==> images/layer_met3.png <==
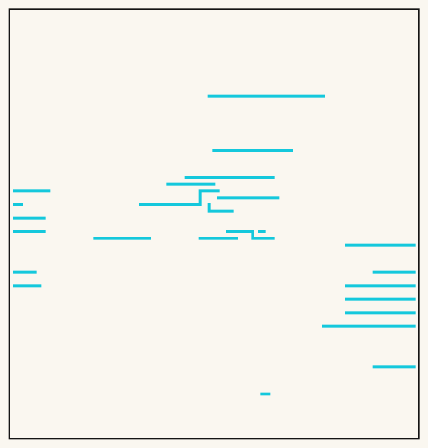
==> images/placement_by_type.png <==
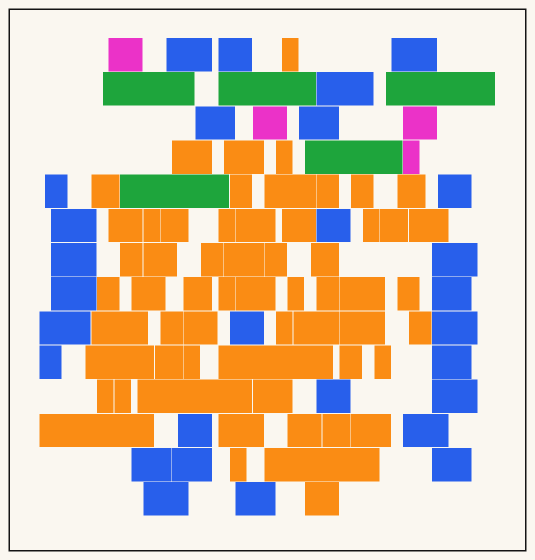
==> images/congestion.png <==
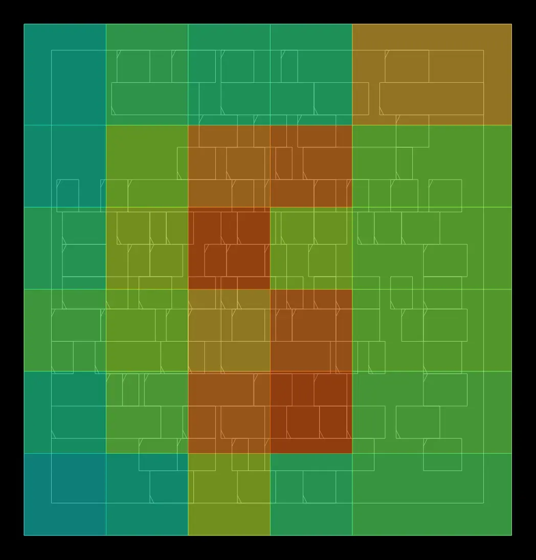
==> images/layer_met1.png <==
Scale bar: 10 um. Supply wires on this layer in gray.
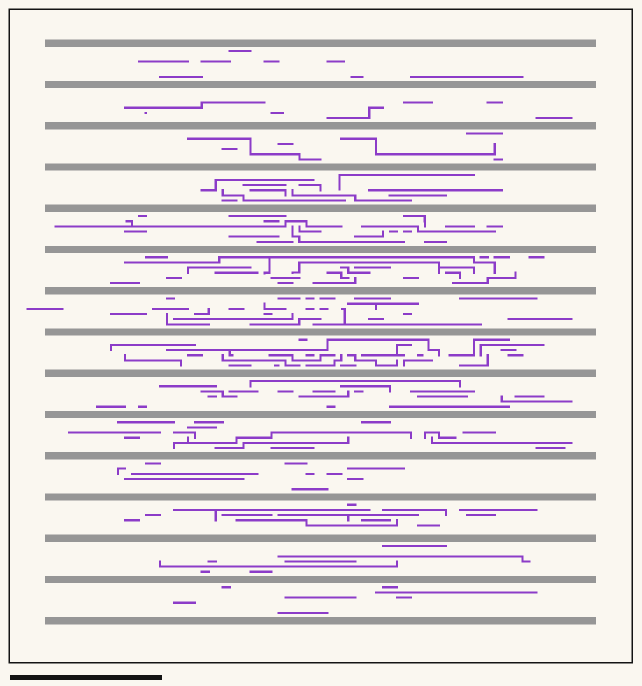
==> config.mk <==
export PLATFORM = sky130hd
export DESIGN_NAME = jk_counter_reg
export DESIGN_NICKNAME = d
export VERILOG_FILES = /design/src/rtl/jk_counter_reg.sv
export SDC_FILE = /design/constraint.sdc
export NUM_CORES = 1
export LEC_CHECK = 0
export CORE_AREA = 2 2 39 41
export DETAILED_ROUTE_END_ITERATION = 8
export DIE_AREA = 0 0 41 43
export GPL_TIMING_DRIVEN = 0
export MAX_ROUTING_LAYER = met4
export PLACE_DENSITY_LB_ADDON = 0.15
export RECOVER_POWER = 100
export REMOVE_ABC_BUFFERS = 1
export SLEW_MARGIN = 20
export SYNTH_ARGS = -nofsm -noshare
export SYNTH_HDL_FRONTEND = slang
export SYNTH_SLANG_ARGS = --single-unit
==> constraint.sdc <==
create_clock -name Clk -period 1.5 [get_ports Clk]
set_clock_uncertainty 0.05 [all_clocks]
set_input_delay 0.3 -clock Clk [delete_from_list [all_inputs] [get_ports Clk]]
set_output_delay 0.3 -clock Clk [all_outputs]
set_load 0.01 [all_outputs]
==> impl_metrics.py <==
# Auto-generated metrics
metrics = {
    "final_timing": {
        "slew_violations": 0,
        "setup_viol": 1,
        "grt_setup_unrepaired": "true",
        "max-slew-margin-rel_pct": 78.0,
        "min_period_over_period_pct": 105,
        "whs_ns": 0.518,
        "max_freq_mhz": 635,
        "final_hold_viol_count": 0,
        "tightest_slew_ns": 0.331,
        "tns_ns": -0.0740,
        "fin_ws_ns": -0.0740,
        "fin_crit_ns": 1.57,
    },
    "cells_and_area": {
        "largest_reg_flops": 4,
        "area_delta_synth_final_pct": 73.0,
        "drive_above_1_share_pct": 29.2,
        "diodes": 0,
        "finalNetCount": 116,
        "mostFrequentLayoutCell": "clkdlybuf4s50_1",
        "mostFrequentLayoutCells": "clkdlybuf4s50_1, dlygate4sd2_1, buf_4, o21ai_0",
        "final_cells": 112,
    },
    "global_route": {
        "antenna_found_initial": 0,
        "grt_start_max_net_pins": 11,
        "grt_pass1_wl_um": 2340,
        "grt_pass1_vias": 545,
        "grt.total_usage_pct": 20.0,
        "overflow": 0,
    },
    "run": {
        "cap_violations": 0,
        "openroad.warnings": 31,
    },
    "synth": {
        "yosys.cell_count.top_type": "inv_1",
        "edf_count": 0,
        "ys_cells": 65,
        "top_area_share_pct": 20.0,
        "ys_ff": 5,
        "synthDistinctLibCells": 29,
        "yosys.area.top_type": "dfxtp_1",
        "yosys_most_used_dff": "dfxtp_1",
        "area_leaders": "dfxtp_1, ha_1, o21ai_0",
        "yosys_area_um2": 500,
        "syn_inst": 65,
        "synth_area_um2": 500,
        "yosysWarnings": 0,
        "async_flop_share_pct": 0,
        "syn_area_per_cell_um2": 7.70,
        "yosysSeqAreaShare_pct": 20.0,
        "top_cells_by_count": "inv_1, ha_1, o21ai_0",
    },
    "drt": {
        "wl_met2_um": 758,
        "dr.pass1.iters": 4,
        "top_layer": "met4",
        "drtIter0Drc": 34,
        "ant_nets": 0,
        "wl_met1_um": 660,
        "via_per_inst": 5.42,
        "drcViolationCount": 0,
        "wl_met3_um": 125,
    },
    "worst_setup_path": {
        "cp_max_fo": 5,
        "path_class": "register to output port",
        "required_ns": 1.15,
        "start_kind": "register",
        "arrival_ns": 1.22,
        "reg2regPathDepth": 6,
        "worstSetupEndpointType": "output port",
        "reg2reg_slack_ns": 0.09,
    },
    "run_status": {
        "violations": "setup timing",
        "status": "finished, violations left",
    },
    "clocking": {
        "cts_root_buffer": "clkbuf_4",
        "tritoncts": "yes",
        "cts.sinks": 5,
        "numCtsBuffers": 3,
        "cts_buffer_depth": 2,
        "clkLatencyLatePin_ns": 0.24,
        "htreeDepth": 1,
        "postCtsHoldBufs": 0,
        "clk_pin_slew_ns": 0.04,
    },
    "place": {
        "pre_cts_slack_ns": -0.911,
        "port-buffer-count": 22,
        "dp_hpwl_um": 985,
        "place_congestion": 0.844,
        "dp_cells": 102,
        "dpl-instance-area_um2": 737,
    },
    "floorplanning": {
        "io_pins": 23,
        "num_rows": 14,
        "die_area_um2": 1760,
        "die_y_um": 43,
        "core_util_floorplan_pct": 36.2,
        "die_x_um": 41,
    },
    "worst_hold_path": {
        "hold_depth": 4,
        "min_path_type": "input port to register",
    },
    "power": {
        "p_leak_uw": 0.000355,
        "power_density_nw_per_um2": 598,
        "ir_drop_uv": 468,
    },
}
## Picture notes: layer_met3.png
nets with wire on the layer: 23
longest straight run: 11.5 um
main direction: horizontal
share of all routed wire: 8.0%
met3 usage: 8.38%
drt total wl: 1560 um

## Picture notes: placement_by_type.png
[flops] green | cells: 5 | share of their area: 13%
[combinational and other logic] orange | cells: 59 | share of their area: 54%
[other buffers and delay cells] blue | cells: 28 | share of their area: 29%
[clock drivers and dummy loads] magenta | cells: 4 | share of their area: 3.1%
Final Cell Area: 866 um^2
fin util: 62.6%
Std-Cell Core Area: 1380 um^2
Seq/total area: 12.7%

## Picture notes: congestion.png
global routing met2 resource utilization: 30.6%
post-DR wirelength/cell: 13.9 um
gr busiest metal: met2

## Picture notes: layer_met1.png
wire length on this layer: 660 um
share of all routed wire: 42%
Vias: 607
routing usage on met1: 23.4%

-- cell type report --
cell class,instances,area (um^2)
tap,16,20.0
clock buffer,4,26.3
fill,126,518
timing repair buffer,28,249
inverter,8,32.5
sequential,5,110
multi-input combinational,51,428
-- metrics by stage --
| stage | utilization [%] | power (uW) |
|---|---|---|
| floorplan | - | 245 |
| global placement | 53.3 | 339 |
| detailed placement | 53.3 | 339 |
| CTS | 60.9 | 517 |
| global route | 62.6 | 553 |
| finish | 62.6 | 518 |
-- metal layers --
metal  global-route usage [%]  up-vias
met5                        -        -
met4                     5.33        0
met3                     8.38        2
met2                     30.6       37
met1                     23.4      264
li1                         -      304
-- cells by family (layout without fill, tap and decap cells) --
kind of cell               after synthesis  in the layout  share of synthesized area [%]
AOI/OAI and AO/OA                       26             26                           36.0
and+or+nand+nor                         17             17                           18.3
buffers and inverters                    9             40                           6.75
adders and majority gates                6              6                           15.0
DFF                                      5              5                           20.0
muxes                                    2              2                           4.00
-- repair_timing --
item | 4_1_cts | 5_1_grt
pin swaps | 3 | 2
setup endpoints to repair | 14 | 3
hold endpoints to repair | 0 | 0
gates resized | 39 | 3
setup buffers | 3 | 3
-- power breakdown --
group          internal [uW]  leakage, uW  switching [uW]
clock network            100    0.0000150            53.6
logic                    107     0.000297            93.9
registers                144    0.0000431            19.0
-- critical path, stage by stage (launching register included) --
cell      delay, ns
dfxtp_4        0.39
ha_4           0.16
nand4_1        0.11
a21boi_2       0.17
buf_2          0.14
Power is estimated from default activity; no workload was simulated.
